==> src/rtl/mult_pkg.sv <==
// Shared types for the shared shift-add multiplier scheduler: FSM states,
// operand width and iteration counter width, requester id.
package mult_pkg;
  localparam int WIDTH = 8;
  localparam int CNT_W = $clog2(WIDTH);

  typedef enum logic [2:0] {
    IDLE,
    LOAD,
    ADD,
    SHIFT,
    DONE
  } sched_state_t;

  typedef logic req_id_t;
endpackage

==> src/rtl/mult_scheduler_if.sv <==
// Two-requester job bus plus tagged product response; master = clients/consumer,
// slave = scheduler.
interface mult_scheduler_if;
  import mult_pkg::*;

  logic [1:0]            req_valid_i;
  logic [1:0][WIDTH-1:0] req_a_i;
  logic [1:0][WIDTH-1:0] req_b_i;
  logic [1:0]            req_ready_o;
  logic                  rsp_valid_o;
  logic                  rsp_ready_i;
  req_id_t               rsp_id_o;
  logic [2*WIDTH-1:0]    rsp_prod_o;

  modport master (
    output req_valid_i, req_a_i, req_b_i, rsp_ready_i,
    input  req_ready_o, rsp_valid_o, rsp_id_o, rsp_prod_o
  );

  modport slave (
    input  req_valid_i, req_a_i, req_b_i, rsp_ready_i,
    output req_ready_o, rsp_valid_o, rsp_id_o, rsp_prod_o
  );
endinterface

==> src/rtl/mult_datapath.sv <==
// Accumulator datapath {X,A,B} with S multiplicand and 9-bit adder/subtractor; one step per cycle.
// MULT_SCHED_SIGNED_EN selects two's-complement (sign-extended X) over unsigned (carry-out X).
module mult_datapath
  import mult_pkg::*;
(
  input  logic               Clk,
  input  logic               Reset_n,
  input  logic               ld,
  input  logic               add_en,
  input  logic               sub,
  input  logic               shift_en,
  input  logic [WIDTH-1:0]   a_in,
  input  logic [WIDTH-1:0]   b_in,
  output logic               m,
  output logic [2*WIDTH-1:0] prod
);
  logic [WIDTH-1:0] s_q;
  logic [WIDTH-1:0] a_q;
  logic [WIDTH-1:0] b_q;
  logic             x_q;
  logic [WIDTH:0]   a_ext;
  logic [WIDTH:0]   s_ext;
  logic [WIDTH:0]   sum;

`ifdef MULT_SCHED_SIGNED_EN
  assign a_ext = {a_q[WIDTH-1], a_q};
  assign s_ext = {s_q[WIDTH-1], s_q};
`else
  assign a_ext = {1'b0, a_q};
  assign s_ext = {1'b0, s_q};
`endif

  assign sum  = sub ? (a_ext - s_ext) : (a_ext + s_ext);
  assign m    = b_q[0];
  assign prod = {a_q, b_q};

  always_ff @(posedge Clk or negedge Reset_n) begin
    if (!Reset_n) begin
      s_q <= '0;
      a_q <= '0;
      b_q <= '0;
      x_q <= 1'b0;
    end else if (ld) begin
      s_q <= a_in;
      b_q <= b_in;
      a_q <= '0;
      x_q <= 1'b0;
    end else if (add_en) begin
      {x_q, a_q} <= sum;
    end else if (shift_en) begin
      a_q <= {x_q, a_q[WIDTH-1:1]};
      b_q <= {a_q[0], b_q[WIDTH-1:1]};
`ifndef MULT_SCHED_SIGNED_EN
      // Unsigned: the carry is consumed by the shift, so X empties.
      x_q <= 1'b0;
`endif
    end
  end
endmodule

==> src/rtl/mult_scheduler.sv <==
// Round-robin two-port front end for the shared multiplier; product valid T+10+popcount(b) after accept.
// Requests wait unreadied while busy; DONE holds the response until rsp_ready_i. Build option: MULT_SCHED_SIGNED_EN.
module mult_scheduler
  import mult_pkg::*;
(
  input  logic             Clk,
  input  logic             Reset_n,
  mult_scheduler_if.slave  bus,
  output logic             busy_o
);
  sched_state_t       state_q;
  sched_state_t       state_d;
  req_id_t            last_grant_q;
  req_id_t            grant;
  req_id_t            id_q;
  logic [CNT_W-1:0]   cnt_q;
  logic               accept;
  logic               last_iter;
  logic               add_en;
  logic               sub;
  logic               shift_en;
  logic               m;
  logic [WIDTH-1:0]   sel_a;
  logic [WIDTH-1:0]   sel_b;
  logic [2*WIDTH-1:0] prod;

  always_comb begin
    if (bus.req_valid_i == 2'b11) grant = ~last_grant_q;
    else                          grant = ~bus.req_valid_i[0];
  end

  assign bus.req_ready_o = (state_q == IDLE) ?
                           (bus.req_valid_i & (grant ? 2'b10 : 2'b01)) : 2'b00;
  assign accept    = |bus.req_ready_o;
  assign last_iter = (cnt_q == CNT_W'(WIDTH - 1));
  assign sel_a     = bus.req_a_i[grant];
  assign sel_b     = bus.req_b_i[grant];

  // Operands are captured straight into S/B at the handshake, so LOAD can already see B[0].
  mult_datapath u_dp (
    .Clk      (Clk),
    .Reset_n  (Reset_n),
    .ld       (accept),
    .add_en   (add_en),
    .sub      (sub),
    .shift_en (shift_en),
    .a_in     (sel_a),
    .b_in     (sel_b),
    .m        (m),
    .prod     (prod)
  );

  always_ff @(posedge Clk or negedge Reset_n) begin
    if (!Reset_n) state_q <= IDLE;
    else          state_q <= state_d;
  end

  always_comb begin
    state_d  = state_q;
    add_en   = 1'b0;
    sub      = 1'b0;
    shift_en = 1'b0;
    case (state_q)
      IDLE:  if (accept) state_d = LOAD;
      LOAD:  state_d = m ? ADD : SHIFT;
      ADD: begin
        add_en  = 1'b1;
`ifdef MULT_SCHED_SIGNED_EN
        sub     = last_iter;
`endif
        state_d = SHIFT;
      end
      SHIFT: begin
        shift_en = 1'b1;
        // prod[1] is B[1], which becomes B[0] after this shift.
        if (last_iter) state_d = DONE;
        else           state_d = prod[1] ? ADD : SHIFT;
      end
      DONE:    if (bus.rsp_ready_i) state_d = IDLE;
      default: state_d = IDLE;
    endcase
  end

  always_ff @(posedge Clk or negedge Reset_n) begin
    if (!Reset_n) begin
      last_grant_q <= 1'b1;
      id_q         <= 1'b0;
      cnt_q        <= '0;
    end else begin
      if (accept) begin
        last_grant_q <= grant;
        id_q         <= grant;
      end
      if (state_q == LOAD) cnt_q <= '0;
      else if (shift_en)   cnt_q <= cnt_q + 1'b1;
    end
  end

  assign bus.rsp_valid_o = (state_q == DONE);
  assign bus.rsp_id_o    = id_q;
  assign bus.rsp_prod_o  = prod;
  assign busy_o          = (state_q != IDLE);
endmodule

==> src/flat_wrapper.sv <==
// flat-port wrapper written by rule: the top's interface ports become plain ports
module mult_scheduler_flat import mult_pkg::*;
  (Clk, Reset_n, busy_o, bus_req_valid_i, bus_req_a_i, bus_req_b_i, bus_rsp_ready_i, bus_req_ready_o, bus_rsp_valid_o, bus_rsp_id_o, bus_rsp_prod_o);
  mult_scheduler_if bus_i ();
  input  logic Clk;
  input  logic Reset_n;
  output logic busy_o;
  input wire logic [$bits(bus_i.req_valid_i)-1:0] bus_req_valid_i;
  input wire logic [$bits(bus_i.req_a_i)-1:0] bus_req_a_i;
  input wire logic [$bits(bus_i.req_b_i)-1:0] bus_req_b_i;
  input wire logic [$bits(bus_i.rsp_ready_i)-1:0] bus_rsp_ready_i;
  output wire logic [$bits(bus_i.req_ready_o)-1:0] bus_req_ready_o;
  output wire logic [$bits(bus_i.rsp_valid_o)-1:0] bus_rsp_valid_o;
  output wire logic [$bits(bus_i.rsp_id_o)-1:0] bus_rsp_id_o;
  output wire logic [$bits(bus_i.rsp_prod_o)-1:0] bus_rsp_prod_o;
  assign bus_i.req_valid_i = bus_req_valid_i;
  assign bus_i.req_a_i = bus_req_a_i;
  assign bus_i.req_b_i = bus_req_b_i;
  assign bus_i.rsp_ready_i = bus_rsp_ready_i;
  assign bus_req_ready_o = bus_i.req_ready_o;
  assign bus_rsp_valid_o = bus_i.rsp_valid_o;
  assign bus_rsp_id_o = bus_i.rsp_id_o;
  assign bus_rsp_prod_o = bus_i.rsp_prod_o;
  mult_scheduler u_core (.Clk(Clk), .Reset_n(Reset_n), .bus(bus_i), .busy_o(busy_o));
endmodule
==> config.mk <==
export PLATFORM = sky130hd
export DESIGN_NAME = mult_scheduler_flat
export DESIGN_NICKNAME = d
export VERILOG_FILES = /design/src/rtl/mult_pkg.sv /design/src/rtl/mult_scheduler_if.sv /design/src/rtl/mult_datapath.sv /design/src/rtl/mult_scheduler.sv /design/src/flat_wrapper.sv
export SDC_FILE = /design/constraint.sdc
export NUM_CORES = 1
export LEC_CHECK = 0
export CAP_MARGIN = 20
export CORE_ASPECT_RATIO = 0.6
export CORE_MARGIN = 5
export CORE_UTILIZATION = 30
export DETAILED_ROUTE_END_ITERATION = 7
export GPL_TIMING_DRIVEN = 1
export SLEW_MARGIN = 20
export SYNTH_ARGS = -nofsm -noshare
export SYNTH_HDL_FRONTEND = slang
export SYNTH_SLANG_ARGS = --single-unit
==> constraint.sdc <==
create_clock -name Clk -period 6.3 [get_ports Clk]
set_clock_uncertainty 0.1 [all_clocks]
set_input_delay 1.575 -clock Clk [delete_from_list [all_inputs] [get_ports Clk]]
set_output_delay 1.575 -clock Clk [all_outputs]
set_load 0.005 [all_outputs]
==> flow_metrics.env, run 1 <==
# flow metrics
export IMPL_synthAoiAreaFrac_pct=19.1
export IMPL_ys_sh_adder_pct=7.33
export IMPL_wl_met2_mm=2.02
export IMPL_hold_buffers=0
export IMPL_final_area_sq_mm=0.00272
export IMPL_syn_cell_area_sq_mm=0.00198
export IMPL_worstHoldStart="u_core.u_dp.s_q[7]"
export IMPL_yosysChipArea_sq_mm=0.00198
export IMPL_period_needed_ns=5.04
export IMPL_h_tree_depth=2
export IMPL_xor_share_pct=0.442
export IMPL_synthFlopType="dfrtp_1"
export IMPL_final_nets=321
export IMPL_lay_top_cells="clkdlybuf4s50_1, nand2_1, dfrtp_1"
export IMPL_clock_path_buffers=2
export IMPL_grt_busiest_layer="met1"
export IMPL_slew_headroom_pct=31.3
export IMPL_peakVddDrop_uv=161
export IMPL_path_buffers=3
export IMPL_lay_top_count="clkdlybuf4s50_1"
export IMPL_rows=22
export IMPL_synthArstFlopShare_pct=100
export IMPL_syn_inst=214
export IMPL_drt_met1_wl_mm=2.93
export IMPL_largest_area_cell="dfrtp_1"
export IMPL_post_place_ws_ns=1.26
export IMPL_timing_hold_worst_endpoint="u_core.u_dp.s_q[7]"
export IMPL_status="finished clean"
export IMPL_placed_cells=350
export IMPL_grt_overflow_total=0
export IMPL_end_kind="output pin"
export IMPL_worst_r2r_cell_count=8
export IMPL_critical_path_class="input port to output pin"
export IMPL_numCtsBuffers=5
export IMPL_highest_layer="met4"
export IMPL_power_leakage_uw=0.00120
export IMPL_drt_total_wl_mm=5.49
export IMPL_chipArea_sq_mm=0.00838
export IMPL_r2r_end="u_core.u_dp.a_q[6]"
export IMPL_antenna_found_initial=0
export IMPL_setup_ws_ns=1.26
export IMPL_gp_congestion=0.813
export IMPL_top_area_share_pct=40.5
export IMPL_fmax_mhz=198
export IMPL_critical_path_required_ns=4.62
export IMPL_startpoint="bus_req_valid_i[1]"
export IMPL_top_cells_by_count="nand2_1, dfrtp_1, nor2_1, o21ai_0"
export IMPL_grt_max_degree=34
export IMPL_drtIter0Drc=102
==> run 1: flip-flops by register name, summed over array words and instances (netlist names) <==
register and cells:
u_core.cnt_q 3, u_core.bus.rsp_id_o 1, u_core.u_dp.a_q 8, u_core.state_q 3
u_core.u_dp.s_q 8, u_core.u_dp.b_q 8, u_core.u_dp.x_q 1, u_core.last_grant_q 1
==> run 1: cell type report <==
type / instances / area [sq um]
clock inverters: 3 / 17.5
multi-input cells: 165 / 1080
inverters: 8 / 30.0
fillers: 607 / 3530
flip-flops and latches: 33 / 827
repair buffers: 60 / 593
clock buffers: 5 / 68.8
well taps: 84 / 105
==> run 1: power breakdown <==
part           internal [uW]  switching, uW  leakage (uW)
clock network           76.2           83.8     0.0000439
logic                    335            334      0.000744
registers                315            102      0.000408
Run 1, track usage over the die:
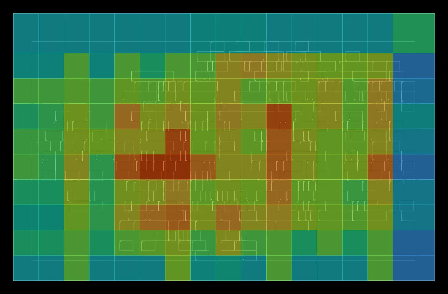
GR Util met2: 17.4%
M1 GR Usage: 20.6%
M3 GR Usage: 4.56%
GRT Total Usage: 13.5%
WL per Instance: 15.3 um

Run 1, zoomed window:
Bar = 10 um. Window x 16 to 41, y 6 to 31 um. Cells in grey, sequential cells in the stronger grey; small squares are vias.
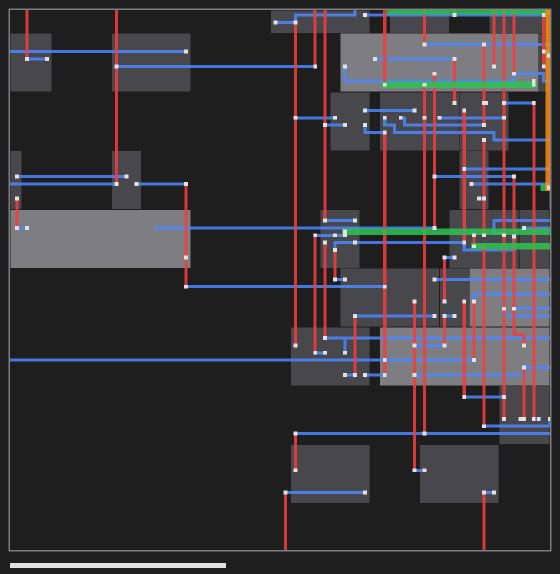
- metal 2: red
- metal 1: blue
- metal 3: green
- metal 4: orange
- sequential cells in the window: 3
- cells with their middle in the window: 18
- netlist names of flops here include: u_core.u_dp.a_q (2), u_core.u_dp.s_q (1)
- most frequent: clkdlybuf4s50_1 (3), dfrtp_1 (3), nand2_1 (2)

Run 1, port wiring:
Bar = 20 um.
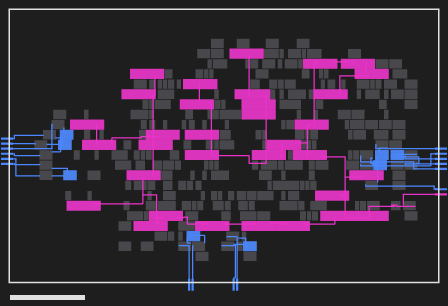
- Reset_n: magenta (bits 1; direction input; end cells 33; buffers 2; wire 308 um)
- bus_req_a_i: blue (bits 16; direction input; end cells 8; buffers 16; wire 287 um)
# port buffers: 57
Ports: 58

Run 1, sequential cells grouped by signal name:
Bar = 20 um. Other sequential cells in the stronger grey, the rest of the logic in the fainter grey.
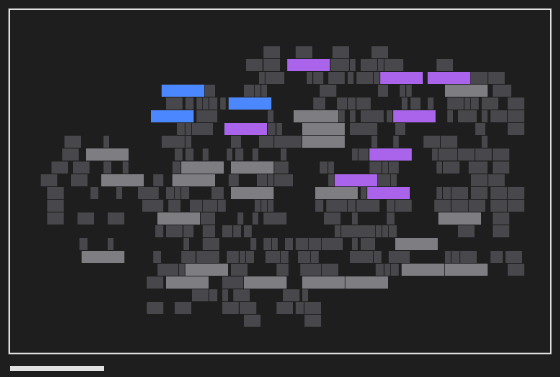

## Run 2: what changed since run 1
clock period = 4 ns   (was 6.3 ns; I/O delays follow)
Run 2, sequential cells grouped by signal name:
Bar = 20 um. Other sequential cells in the stronger grey, the rest of the logic in the fainter grey.
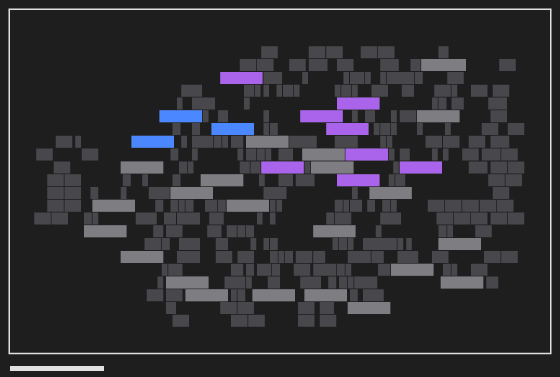
- u_core.u_dp.b_q: purple (sequential cells 8)
- u_core.cnt_q: blue (sequential cells 3)
- not coloured: 22

Run 2, selected gate families:
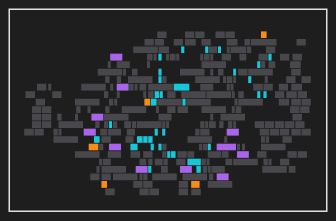
- fa/ha/maj cells: purple (cells 11; most used ha_1)
- and/or cells: orange (cells 5; most used and3_1)
- nor cells: cyan (cells 33; most used nor2_1)
Commonest Layout Cell: clkdlybuf4s50_1
fin cells: 359
Comb area share: 39.3%

==> run 2 against run 1 <==
  * Clock-buffer cell count is 2 higher
  * Non-clock buffer count is 1 higher
  * Register-to-register slack worse by 2.4 ns
  * Die size stayed put
  * Total power is 63% higher
  * First-iteration DRC count stayed put
  * Final area is 0.83% higher
  * Clock power is 79% higher
  * Worst setup slack worse by 0.95 ns
  * Flip-flop count stayed put
  * Critical path type unchanged
  * Critical endpoint unchanged
  * Largest power group unchanged
  * Highest routed layer unchanged
==> flow_metrics.env, run 2 <==
# flow metrics
export IMPL_wl_met2_mm=2.14
export IMPL_timing_hold_worst_endpoint="u_core.u_dp.s_q[7]"
export IMPL_status="finished clean"
export IMPL_highest_layer="met4"
export IMPL_drt_total_wl_mm=5.64
export IMPL_io_buffers=57
export IMPL_fillers=617
export IMPL_met2_usage_pct=18.3
export IMPL_worstHoldStart="u_core.u_dp.s_q[7]"
export IMPL_syn_inst=214
export IMPL_use_met1_pct=21.2
export IMPL_largest_area_cell="dfrtp_1"
export IMPL_end_kind="output pin"
export IMPL_post_place_ws_ns=0.279
export IMPL_critical_path_class="input port to output pin"
export IMPL_startpoint="bus_req_valid_i[1]"
export IMPL_slew_headroom_pct=33.0
export IMPL_drt_met1_wl_mm=3.07
export IMPL_grt_max_degree=34
export IMPL_top_cells_by_count="nand2_1, dfrtp_1, nor2_1, o21ai_0"
export IMPL_final_area_sq_mm=0.00274
export IMPL_synthFlopType="dfrtp_1"
export IMPL_period_needed_ns=3.69
export IMPL_xor_share_pct=0.442
export IMPL_drtIter0Drc=102
export IMPL_worst_r2r_cell_count=8
export IMPL_chipArea_sq_mm=0.00838
export IMPL_routedWlPerCell_um=15.7
export IMPL_antenna_found_initial=0
export IMPL_clock_path_buffers=2
export IMPL_grt_busiest_layer="met1"
export IMPL_top_regs="u_core.u_dp.a_q (8), u_core.u_dp.b_q (8), u_core.u_dp.s_q (8)"
export IMPL_grt_overflow_total=0
export IMPL_synthAoiAreaFrac_pct=19.1
export IMPL_lay_top_cells="clkdlybuf4s50_1, nand2_1, dfrtp_1"
export IMPL_hold_buffers=0
export IMPL_synthArstFlopShare_pct=100
export IMPL_yosysChipArea_sq_mm=0.00198
export IMPL_fmax_mhz=271
export IMPL_critical_path_required_ns=2.90
run 2: worst max-delay path: stages:
cell	delay, ns
clkdlybuf4s50_1	0.60
inv_1	0.11
o21ai_4	0.19
and3_1	0.19
clkdlybuf4s50_1	0.51
run 2: layout make-up:
| class | count | area (sq um) | area share [%] |
|---|---|---|---|
| Multi-Input combinational cell | 165 | 1080 | 39.3 |
| Sequential cell | 33 | 827 | 30.2 |
| Timing Repair Buffer | 61 | 601 | 21.9 |
| Tap cell | 84 | 105 | 3.83 |
| Clock buffer | 7 | 96.3 | 3.51 |
| Inverter | 8 | 30.0 | 1.10 |
| Clock inverter | 1 | 5.00 | 0.183 |
run 2: power by group:
| part | switching (uW) | internal, uW |
|---|---|---|
| combinational | 547 | 534 |
| sequential | 163 | 496 |
| clock | 131 | 156 |
Power figures rest on the tool's default switching activity, not on a simulated workload.
